**src/rtl/regfile_sb.sv**
```systemverilog
// Multi-port register file with write-to-read bypass, a load-busy scoreboard,
// two debug taps and a wrapping commit-write counter.
module regfile_sb #(
  parameter int WIDTH    = 16,
  parameter int DEPTH    = 8,
  parameter bit ZERO_REG = 1'b1,
  parameter bit BYPASS   = 1'b1,
  parameter int TAP0_IDX = 2,
  parameter int TAP1_IDX = 3,
  localparam int AW      = $clog2(DEPTH)
) (
  input  logic             clk,
  input  logic             rst_n,
  input  logic [AW-1:0]    arad,
  input  logic [AW-1:0]    brad,
  output logic [WIDTH-1:0] a,
  output logic [WIDTH-1:0] b,
  output logic             a_busy,
  output logic             b_busy,
  input  logic             w0_we,
  input  logic [AW-1:0]    w0_ad,
  input  logic [WIDTH-1:0] w0_d,
  input  logic             w1_we,
  input  logic [AW-1:0]    w1_ad,
  input  logic [WIDTH-1:0] w1_d,
  input  logic             iss_en,
  input  logic [AW-1:0]    iss_ad,
  output logic [WIDTH-1:0] tap0,
  output logic [WIDTH-1:0] tap1,
  output logic [15:0]      wcnt
);

  logic [WIDTH-1:0] regs_q [DEPTH];
  logic [WIDTH-1:0] regs_d [DEPTH];
  logic [DEPTH-1:0] busy_q, busy_d;
  logic [15:0]      wcnt_q, wcnt_d;
  logic             w0_ok, w1_ok, iss_ok;
  logic [1:0]       n_wr;

  // Accesses to the hardwired zero register are dropped before anything else sees them.
  assign w0_ok  = w0_we  && !(ZERO_REG && (w0_ad  == '0));
  assign w1_ok  = w1_we  && !(ZERO_REG && (w1_ad  == '0));
  assign iss_ok = iss_en && !(ZERO_REG && (iss_ad == '0));

  always_comb begin
    for (int i = 0; i < DEPTH; i++) begin
      regs_d[i] = regs_q[i];
      if (w1_ok && (w1_ad == AW'(i)))      regs_d[i] = w1_d;
      else if (w0_ok && (w0_ad == AW'(i))) regs_d[i] = w0_d;
    end
    busy_d = busy_q;
    if (w1_ok)  busy_d[w1_ad]  = 1'b0;
    if (iss_ok) busy_d[iss_ad] = 1'b1;
    n_wr = {1'b0, w0_ok} + {1'b0, w1_ok};
    if (w0_ok && w1_ok && (w0_ad == w1_ad)) n_wr = 2'd1;
    wcnt_d = wcnt_q + {14'd0, n_wr};
  end

  always_ff @(posedge clk or negedge rst_n) begin
    if (!rst_n) begin
      for (int i = 0; i < DEPTH; i++) regs_q[i] <= '0;
      busy_q <= '0;
      wcnt_q <= '0;
    end else begin
      for (int i = 0; i < DEPTH; i++) regs_q[i] <= regs_d[i];
      busy_q <= busy_d;
      wcnt_q <= wcnt_d;
    end
  end

  function automatic logic [WIDTH-1:0] rd_data(input logic [AW-1:0] rad);
    logic [WIDTH-1:0] v;
    v = regs_q[rad];
    if (BYPASS && w1_we && (w1_ad == rad))      v = w1_d;
    else if (BYPASS && w0_we && (w0_ad == rad)) v = w0_d;
    if (ZERO_REG && (rad == '0))                v = '0;
    return v;
  endfunction

  function automatic logic rd_busy(input logic [AW-1:0] rad);
    return busy_q[rad] && !(BYPASS && w1_we && (w1_ad == rad));
  endfunction

  // Outputs are gated by rst_n so bypassed write data cannot leak out during reset.
  always_comb begin
    a      = '0;
    b      = '0;
    a_busy = 1'b0;
    b_busy = 1'b0;
    if (rst_n) begin
      a      = rd_data(arad);
      b      = rd_data(brad);
      a_busy = rd_busy(arad);
      b_busy = rd_busy(brad);
    end
  end

  assign tap0 = regs_q[TAP0_IDX];
  assign tap1 = regs_q[TAP1_IDX];
  assign wcnt = wcnt_q;

endmodule

```
**config.mk**
```make
export PLATFORM = sky130hd
export DESIGN_NAME = regfile_sb
export DESIGN_NICKNAME = d
export VERILOG_FILES = /design/src/rtl/regfile_sb.sv
export SDC_FILE = /design/constraint.sdc
export NUM_CORES = 1
export LEC_CHECK = 0
export ABC_CLOCK_PERIOD_IN_PS = 2900
export CORE_MARGIN = 1
export CORE_UTILIZATION = 55
export DETAILED_ROUTE_END_ITERATION = 8
export PLACE_DENSITY_LB_ADDON = 0.12
export SLEW_MARGIN = 20
export SYNTH_ARGS = -nofsm -noshare
export SYNTH_HDL_FRONTEND = slang
export SYNTH_SLANG_ARGS = --single-unit
export TNS_END_PERCENT = 30
```
**constraint.sdc**
```tcl
create_clock -name clk -period 2.9 [get_ports clk]
set_input_delay 0.58 -clock clk [delete_from_list [all_inputs] [get_ports clk]]
set_output_delay 0.58 -clock clk [all_outputs]
set_load 0.05 [all_outputs]
```
### Met1 routing

The bar under the picture is 50 um long.
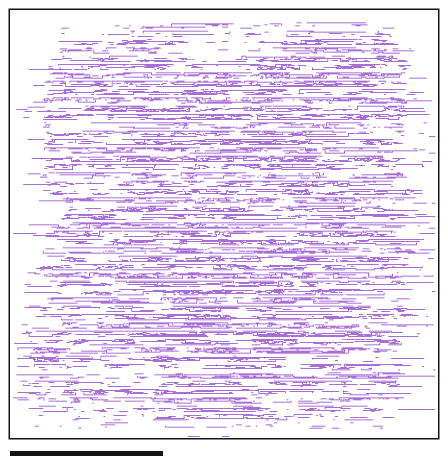
main direction: horizontal
wire length on this layer: 13,700 um
nets with wire on the layer: 1,089
WL final: 32.5 mm
Vias: 8,807

### Met2 routing

The bar under the picture is 50 um long.
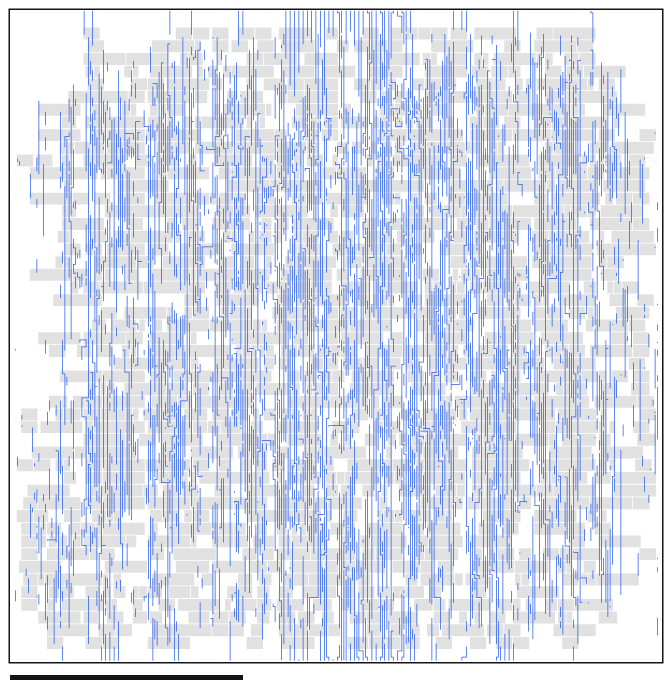
wire length on this layer: 14,900 um
nets with wire on the layer: 1,007
main direction: vertical
share of all routed wire: 46%
longest straight run: 53.4 um
met2 Usage GRT: 51.1%

==> results.ini <==
[placement]
place_area_sq_um=12200
place_congestion=0.933
io_buffers=133
hpwl_mm=22.1

[yosys]
netlist_instances=1047
yosys.area_share.aoi_pct=14.5
ys_top_cells_by_count=178 x mux2i_1, 152 x dfrtp_1, 96 x nand2_1
synthTopCellsByArea=dfrtp_1 36%, mux2i_1 17%, mux4_2 6.7%, buf_4 4.6%, nand2_1 3.5%
yosys_cells=1047
synth-area-yosys_sq_um=10400
ys_sh_xor_pct=2.44
synth_top_area_share_pct=36.5
edf_count=0
mux_share_pct=25.0
ys_types=47
avgSynthCellArea_sq_um=9.96
synthFlopType=dfrtp_1
syn_area_sq_um=10400

[layout]
seq_cells=152
clock_area_share_pct=4.41
final_area_sq_um=13100
logic_area_sq_um=5690
signal_buffers=250
comb_share_pct=43.6
antenna-diode-count=0
area_delta_synth_final_pct=25.2
drive_above_1_share_pct=21.8
final_nets=1206
fill_cells=1364
seqCellArea_sq_um=3800
seq_share_pct=29.1

[power]
power.group.top=combinational cells
seq_power_w=0.00291
swShare_pct=38.3
powerDensity_nw_per_um2=631
pg_comb_w=0.00309
leakagePower_nw=5.82
pwr-share-seq_pct=35.3
p_switching_w=0.00315
pg_clk_w=0.00224
power_frac_clock_pct=27.1
ir_drop_uv=485

[clock_network]
cts_max_level=4
cts_made_buffers=17
cts_hold_buf=0
clockBufferDepth=2
cts_setup_buffers=0
cts.sinks=152
cts_tree=built

[global_routing]
antenna_found_initial=0
grt_first_pass_wirelength_mm=50.1
grt_max_degree=64

[timing]
tns_ns=0
grt_setup_unrepaired=yes
min_period_ns=2.88
timing_hold_violations_final=0
setup_viol=0
slew_violations=0

[run_status]
status=finished, final reports clean

[floorplan]
io_pins=134
taps=229
die_w_um=140
die_area_sq_um=19500
initCoreUtil_pct=57.1

[critical_path]
cp_num_buf_inv=5
r2r_slack_ns=1.09
crit_end=a[7]
r2r_end=wcnt[15]
timing.critical_path.mode_cell=buf_4
worst_setup_path_startpoint=w1_ad[0]
cp_top_family=buffers and inverters
cp_data_required_time_ns=2.32
regToRegStartpoint=wcnt[1]
worst_r2r_path_depth=5
cp.depth=8
worst-path-max-fanout=16

[drt]
drc_errors=0
wl_per_cell_um=23.3
routed_via_density=6.33
drt_iter0_drc=774

[job]
warning_count=27

### Met3 routing

The bar under the picture is 50 um long.
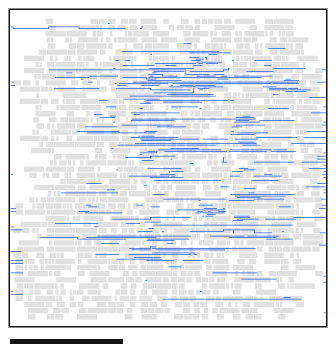
nets with wire on the layer: 194
wire length on this layer: 3,010 um
main direction: horizontal
share of all routed wire: 9.3%
longest straight run: 72.7 um
met3 usage: 8.77%

### M4 wires

The bar under the picture is 50 um long.
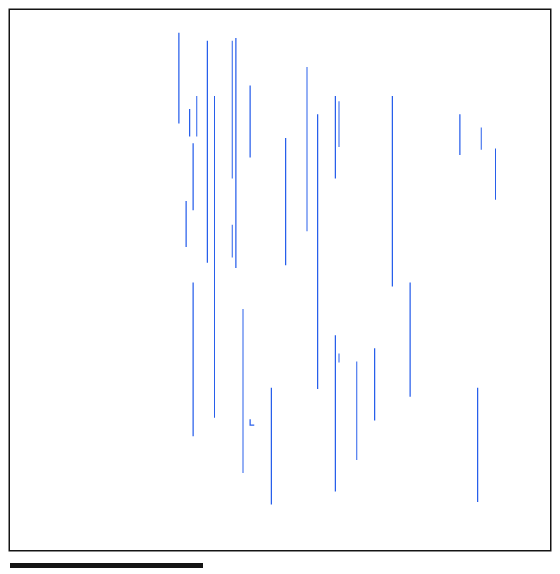
longest straight run: 83.0 um
main direction: vertical

[per-layer routing]
layer  vias up  part of all wire, %  track usage [%]
met2       485                   46             51.1
met4         0                  2.6             11.9
met3        66                  9.3             8.77
li1       3926                    -                -
met5         -                    0                0
met1      4330                   42             47.3
[state kept, by name (all words and copies together), names as in the netlist]
| name | count |
|---|---|
| tap1 | 16 |
| wcnt | 16 |
| regs_q | 96 |
| tap0 | 16 |
| busy_q | 8 |
[per-stage QoR]
stage                     utilization [%]  hold slack [ns]  instances  total power (W)  setup slack [ns]
after floorplan                         -            0.284       1047          0.00491            0.0228
after global placement               66.6            0.383       1356          0.00582            -0.155
after detailed placement             66.6            0.387       1356          0.00588            -0.209
after CTS                            70.9            0.321       1387          0.00818           0.00441
after global routing                 71.4            0.346       1391          0.00856           -0.0529
final                                71.4            0.315       1391          0.00823            0.0167
[layout by cell type (no fill, tap or decap), types with 16 or more instances in the layout]
cell type,netlist,final
a21oi_1,65,65
a22oi_1,32,21
a31oi_1,33,19
buf_12,7,38
buf_4,64,102
clkbuf_16,0,19
clkdlybuf4s50_1,0,90
dfrtp_1,152,152
mux2i_1,178,178
mux4_2,31,31
nand2_1,96,96
nand2b_1,21,21
nand3_1,22,22
nor2_1,68,68
o211ai_1,16,16
o21ai_0,45,38
o21ai_1,39,46
xnor2_1,25,24
[how the worst min path moves through the flow]
| stage | start | depth (start not counted) | slack, ns | endpoint |
|---|---|---|---|---|
| floorplan | rst_n | 0 | 0.28 | busy_q[0] |
| global placement | regs_q[112] | 0 | 0.38 | regs_q[112] |
| detailed placement | regs_q[124] | 0 | 0.39 | regs_q[124] |
| CTS | rst_n | 2 | 0.32 | tap1[0] |
| global route | rst_n | 2 | 0.35 | regs_q[97] |
| finish | rst_n | 2 | 0.32 | tap0[0] |
Power figures rest on the tool's default switching activity, not on a simulated workload.
